### config.mk
export PLATFORM = sky130hd
export DESIGN_NAME = delay_line_arbiter_flat
export DESIGN_NICKNAME = d
export VERILOG_FILES = /design/src/rtl/delay_line_arbiter_pkg.sv /design/src/rtl/delay_line_arbiter_if.sv /design/src/rtl/delay_line_arbiter_rr_pick.sv /design/src/rtl/delay_line_arbiter.sv /design/src/flat_wrapper.sv
export SDC_FILE = /design/constraint.sdc
export NUM_CORES = 1
export LEC_CHECK = 0
export ABC_AREA = 1
export CAP_MARGIN = 20
export CORE_UTILIZATION = 40
export CTS_BUF_LIST = sky130_fd_sc_hd__clkbuf_16
export DETAILED_ROUTE_END_ITERATION = 10
export PLACE_DENSITY = 0.76
export SETUP_SLACK_MARGIN = 0.2
export SYNTH_ARGS = -nofsm -noshare
export SYNTH_HDL_FRONTEND = slang
export SYNTH_SLANG_ARGS = --single-unit
export TNS_END_PERCENT = 50
### constraint.sdc
create_clock -name clk -period 1.6 [get_ports clk]
set_input_delay 0.16 -clock clk [delete_from_list [all_inputs] [get_ports clk]]
set_output_delay 0.16 -clock clk [all_outputs]
set_load 0.05 [all_outputs]
### src/rtl/delay_line_arbiter_pkg.sv
// Shared settings for the delay-line arbiter: datapath geometry, FSM states
// and the per-beat ownership tag carried alongside the datapath.
package package_settings;

  localparam int SIZE_DATA       = 8;
  localparam int SIZE_SHIFT_REG  = 8;
  localparam int NUM_REQ_DEFAULT = 4;
  localparam int ID_W            = $clog2(NUM_REQ_DEFAULT);
  localparam int LATENCY         = SIZE_SHIFT_REG + 1;

  typedef enum logic [1:0] {
    IDLE,
    BURST,
    DRAIN
  } arb_state_t;

  typedef struct packed {
    logic            valid;
    logic [ID_W-1:0] id;
  } tag_t;

endpackage

### src/rtl/delay_line_arbiter_if.sv
// Requester-side bus of the arbiter: per-requester valid/data/ready plus the
// tagged result stream coming back out of the shared datapath.
interface delay_line_arbiter_if
  import package_settings::*;
#(
    parameter int NUM_REQ = NUM_REQ_DEFAULT
);

    logic [NUM_REQ-1:0]                req_valid;
    logic [NUM_REQ-1:0][SIZE_DATA-1:0] req_data;
    logic [NUM_REQ-1:0]                req_ready;
    logic                              out_valid;
    logic signed [SIZE_DATA-1:0]       out_data;
    logic [ID_W-1:0]                   out_id;

    modport master (
        output req_valid, req_data,
        input  req_ready, out_valid, out_data, out_id
    );

    modport slave (
        input  req_valid, req_data,
        output req_ready, out_valid, out_data, out_id
    );

endinterface

### src/rtl/delay_line_arbiter_rr_pick.sv
// Combinational round-robin search: first asserted bit of req strictly after
// ptr, wrapping, so ptr itself is considered last.
module rr_pick #(
    parameter int N = 4,
    parameter int W = 2
) (
    input  logic [N-1:0] req,
    input  logic [W-1:0] ptr,
    output logic         found,
    output logic [W-1:0] idx
);

    logic [W-1:0] cand;

    // NOTE: every output of a combinational block gets a default before any
    // conditional assignment; otherwise synthesis infers a latch.
    always_comb begin
        found = 1'b0;
        idx   = '0;
        cand  = '0;
        for (int i = 1; i <= N; i++) begin
            cand = W'((int'(ptr) + i) % N);
            if (!found && req[cand]) begin
                found = 1'b1;
                idx   = cand;
            end
        end
    end

endmodule

### src/rtl/delay_line_arbiter.sv
// Round-robin burst arbiter sharing one external delay-line datapath between
// NUM_REQ requesters, with a source-ID tag pipe and a drain sequence.
module delay_line_arbiter
  import package_settings::*;
#(
    parameter int NUM_REQ   = NUM_REQ_DEFAULT,
    parameter int MAX_BURST = 4
) (
    input  logic                        clk,
    input  logic                        reset,
    delay_line_arbiter_if.slave         bus,
    input  logic                        drain_req,
    output logic                        drain_done,
    output logic [SIZE_DATA-1:0]        dp_input_data,
    output logic                        dp_enable,
    input  logic signed [SIZE_DATA-1:0] dp_output_data,
    output logic                        busy
);

    localparam int L      = LATENCY;
    localparam int BCNT_W = (MAX_BURST > 1) ? $clog2(MAX_BURST) : 1;

    arb_state_t        state, state_nxt;
    logic [ID_W-1:0]   owner, owner_nxt;
    logic [ID_W-1:0]   rr_ptr, rr_ptr_nxt;
    logic [BCNT_W-1:0] beat_cnt, beat_cnt_nxt;
    logic              drain_hold, drain_hold_nxt;
    tag_t              tags [L];

    logic              beat;
    logic              pick_found;
    logic [ID_W-1:0]   pick_idx;
    logic [ID_W-1:0]   pick_ptr;
    logic              pipe_empty_next;

    assign beat     = (state == BURST) && bus.req_valid[owner];
    assign pick_ptr = (state == BURST) ? owner : rr_ptr;

    rr_pick #(
        .N (NUM_REQ),
        .W (ID_W)
    ) u_pick (
        .req   (bus.req_valid),
        .ptr   (pick_ptr),
        .found (pick_found),
        .idx   (pick_idx)
    );

    // The pipe is empty from the next cycle on once only the last stage can
    // still hold a beat; drain_done therefore coincides with the final output.
    always_comb begin
        pipe_empty_next = 1'b1;
        for (int k = 0; k < L - 1; k++) begin
            if (tags[k].valid) pipe_empty_next = 1'b0;
        end
    end

    always_comb begin
        state_nxt      = state;
        owner_nxt      = owner;
        rr_ptr_nxt     = rr_ptr;
        beat_cnt_nxt   = beat_cnt;
        drain_hold_nxt = drain_hold && drain_req;
        drain_done     = 1'b0;
        case (state)
            IDLE: begin
                if (drain_req) begin
                    if (!drain_hold) state_nxt = DRAIN;
                end else if (pick_found) begin
                    state_nxt    = BURST;
                    owner_nxt    = pick_idx;
                    beat_cnt_nxt = '0;
                end
            end
            BURST: begin
                if (!beat || beat_cnt == BCNT_W'(MAX_BURST - 1)) begin
                    rr_ptr_nxt   = owner;
                    beat_cnt_nxt = '0;
                    if (drain_req)       state_nxt = DRAIN;
                    else if (pick_found) owner_nxt = pick_idx;
                    else                 state_nxt = IDLE;
                end else begin
                    beat_cnt_nxt = beat_cnt + BCNT_W'(1);
                end
            end
            DRAIN: begin
                if (pipe_empty_next) begin
                    drain_done     = 1'b1;
                    state_nxt      = IDLE;
                    // A still-high drain_req must drop before another drain.
                    drain_hold_nxt = drain_req;
                end
            end
            default: state_nxt = IDLE;
        endcase
    end

    // NOTE: sequential state uses non-blocking assignments so every register
    // samples pre-edge values regardless of statement or process order.
    always_ff @(posedge clk or posedge reset) begin
        if (reset) begin
            state      <= IDLE;
            owner      <= '0;
            rr_ptr     <= ID_W'(NUM_REQ - 1);
            beat_cnt   <= '0;
            drain_hold <= 1'b0;
        end else begin
            state      <= state_nxt;
            owner      <= owner_nxt;
            rr_ptr     <= rr_ptr_nxt;
            beat_cnt   <= beat_cnt_nxt;
            drain_hold <= drain_hold_nxt;
        end
    end

    // NOTE: the tag pipe is a register array but must be reset: its valid
    // bits gate dp_enable and out_valid, and stale ones would leak beats.
    always_ff @(posedge clk or posedge reset) begin
        if (reset) begin
            for (int k = 0; k < L; k++) tags[k] <= '0;
        end else begin
            tags[0] <= '{valid: beat, id: owner};
            for (int k = 1; k < L; k++) tags[k] <= tags[k-1];
        end
    end

    always_comb begin
        bus.req_ready = '0;
        if (state == BURST) bus.req_ready[owner] = 1'b1;
    end

    assign dp_input_data = beat ? bus.req_data[owner] : '0;
    assign dp_enable     = tags[L-2].valid;
    assign bus.out_valid = tags[L-1].valid;
    assign bus.out_id    = tags[L-1].id;
    // Masked so the output bus is zero while reset holds the tags invalid.
    assign bus.out_data  = tags[L-1].valid ? dp_output_data : '0;
    assign busy          = (state != IDLE) || !pipe_empty_next || tags[L-1].valid;

endmodule

### src/flat_wrapper.sv
// flat-port wrapper written by rule: the top's interface ports become plain ports
module delay_line_arbiter_flat import package_settings::*;
#(
    parameter int NUM_REQ   = NUM_REQ_DEFAULT,
    parameter int MAX_BURST = 4
)
  (clk, reset, drain_req, drain_done, dp_input_data, dp_enable, dp_output_data, busy, bus_req_valid, bus_req_data, bus_req_ready, bus_out_valid, bus_out_data, bus_out_id);
  delay_line_arbiter_if #(.NUM_REQ(NUM_REQ)) bus_i ();
  input  logic clk;
  input  logic reset;
  input  logic drain_req;
  output logic drain_done;
  output logic [SIZE_DATA-1:0] dp_input_data;
  output logic dp_enable;
  input  logic signed [SIZE_DATA-1:0] dp_output_data;
  output logic busy;
  input wire logic [$bits(bus_i.req_valid)-1:0] bus_req_valid;
  input wire logic [$bits(bus_i.req_data)-1:0] bus_req_data;
  output wire logic [$bits(bus_i.req_ready)-1:0] bus_req_ready;
  output wire logic [$bits(bus_i.out_valid)-1:0] bus_out_valid;
  output wire logic [$bits(bus_i.out_data)-1:0] bus_out_data;
  output wire logic [$bits(bus_i.out_id)-1:0] bus_out_id;
  assign bus_i.req_valid = bus_req_valid;
  assign bus_i.req_data = bus_req_data;
  assign bus_req_ready = bus_i.req_ready;
  assign bus_out_valid = bus_i.out_valid;
  assign bus_out_data = bus_i.out_data;
  assign bus_out_id = bus_i.out_id;
  delay_line_arbiter #(.NUM_REQ(NUM_REQ), .MAX_BURST(MAX_BURST)) u_core (.clk(clk), .reset(reset), .bus(bus_i), .drain_req(drain_req), .drain_done(drain_done), .dp_input_data(dp_input_data), .dp_enable(dp_enable), .dp_output_data(dp_output_data), .busy(busy));
endmodule
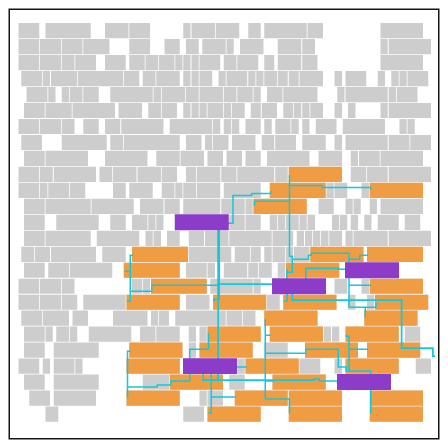
(images/clock_wires.png)
- flip-flops: orange (count 36)
- clock-net drivers: purple (count 5)
- clock wires: cyan (length 380 µm)
- routed clock nets: 6
P_clk: 0.899 mW
clk_lat worst skew: 280 ps
Clock power frac: 0.118
Setup Skew: 6.034 ps

==> reports/metrics.yaml <==
outcome:
  status: "finished, violations left"
  violations: "setup timing"
layout:
  sh_seq_area: 0.2317
  mi_logic_area_um2: 1341
  lay_top_count: "nand2_1"
  layout-drive-gt1-share: 0.4775
  fin_area_um2: 3915
  buffer_area_frac: 0.3346
  syn2layout_area_growth_pct: 94.83
  n_all_buffers: 114
  stdcell_count: 423
  flop-count: 36
  multi_input_comb_cells: 167
  sh_comb_area: 0.3426
  dominant_cells: "logic gates"
  nets: 403
  final_util: 0.8180
  ff_latch_area_um2: 907.1
  final_cell_mix: "nand2_1, clkdlybuf4s50_1, buf_4"
  top_register: "u_core.tags"
  inv_count: 31
  largest_reg_flops: 23
  diodes: 0
  n_fill_cell: 287
synth:
  top_cell: "nand2_1"
  aoi_share: 0.08281
  async_flop_share: 1.000
  yosysChipArea_um2: 2009
  topCellsByArea: "dfrtp_1, nand2_1, nand2_4"
  yosysTopAreaCell: "dfrtp_1"
  yosysCellCount: 240
  fa_ha_area_frac: 0.006227
  ys_types: 32
  top_logic_kind: "simple AND/OR/NAND/NOR gates"
  synth-edff-count: 0
  syn_inst: 240
  top_cells_by_count: "nand2_1, dfrtp_1, inv_1"
  ys_sh_mux: 0
  yosysWarnings: 0
  ys.flops: 36
  netlist_area_um2: 2009
  xor_area_frac: 0
  fp_nets: 288
  ys_seq_share: 0.4496
  top_area_frac: 0.4234
route:
  drc: 0
  vias: 2071
  antenna_left: 0
  dr_wl_met3_um: 525
  wire_per_inst_um: 14.20
  wl_met2_mm: 3.237
  routed_wl_mm: 6.007
  drt-met1-wl_mm: 2.111
  highest_layer: "met4"
  drtIter0Drc: 73
  drt_first_pass_iters: 4
final_timing:
  rsz0062_at_grt: "true"
  fin_ws_ps: -239.7
  worst_slew_pin_slew_ps: 337.1
  hold_slack_ps: 144.5
  slew_viol_final: 0
  fmax_mhz: 543.6
  max_slew_margin: 0.7750
  setup_viol: 20
  period_used_share: 1.150
  setup_tns_ps: -3320
  finalHoldViolCount: 0
floorplanning:
  die_h_um: 72.88
  rows: 25
  die_w_um: 72.88
  chipArea_um2: 5311
  nWellTaps: 67
  fp_util: 0.4199
  io_pins: 73
  core-area_um2: 4786
critical_path:
  worstPathMaxFanout: 6
  cp.depth: 13
  path_class: "reg2reg"
  cp_top_family: "simple AND/OR/NAND/NOR gates"
  max_stage_delay_ps: 510
  crit_buf_inv: 1
  critPathRequiredTime_ps: 1760
  cp-start-kind: "register"
  cp-endpoint: "u_core.state[0]$_DFFE_PP0P_"
  crit_path_start: "u_core.state[0]$_DFFE_PP0P_"
  r2r_cells: 13
  worstPathArrival_ps: 2000
  worst-r2r-setup-slack_ps: -240
clocking:
  cts_hold_buf: 0
  h-tree-depth: 2
  cts_tree: "done"
  clk_path_buf_depth: 2
  post_cts_resize_count: 41
  path_clk_slew_ps: 50
  clock-sinks: 36
  post_cts_buffers: 11
  cts-root-buf: "clkbuf_16"
global_route:
  met1_usage: 0.2232
  use_met3: 0.08564
  grt_max_degree: 16
  antenna_found_initial: 0
  grt_use_total: 0.2300
  top_usage_layer: "met2"
  gr-usage-met2: 0.4424
  grt_pass1_wl_mm: 9.225
  grt_pass1_vias: 2116
  globalRouteOverflowTotal: 0
placement:
  placed_area_um2: 3344
  gp_congestion: 0.8131
  hpwl_mm: 3.915
  port_buffers: 72
  pre_cts_ws_ps: -207.7
  placed_cells: 397
power_and_ir_drop:
  ir_worst_vdd_uv: 1003
  pg_seq_mw: 1.53
  comb_power_share: 0.680
  power.density_nw_per_um2: 1939
  switching_share: 0.4668
  p_sw_mw: 3.543
  p_leak_nw: 1.795
  total_power_mw: 7.591
  comb_power_mw: 5.17
run:
  tool_warnings: 29
  cap_viol_max_count: 0
worst_hold_path:
  worst_hold_path_type: "in2async"
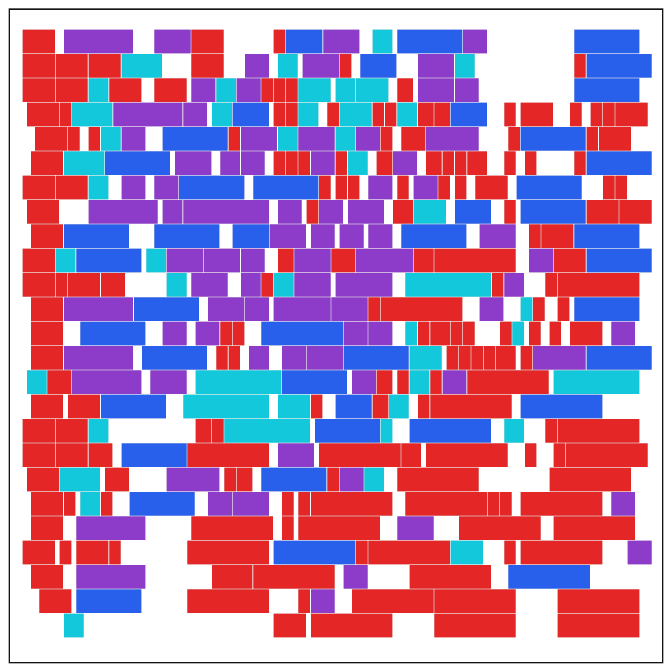
(images/sizing.png)
- x6 and larger: blue (cells 43; most used buf_12)
- x1 and smaller: red (cells 186; most used nand2_1)
- x2: cyan (cells 46; most used nand2_2)
- x3 and x4: purple (cells 81; most used buf_4)

Power and IR drop assume default switching activity.
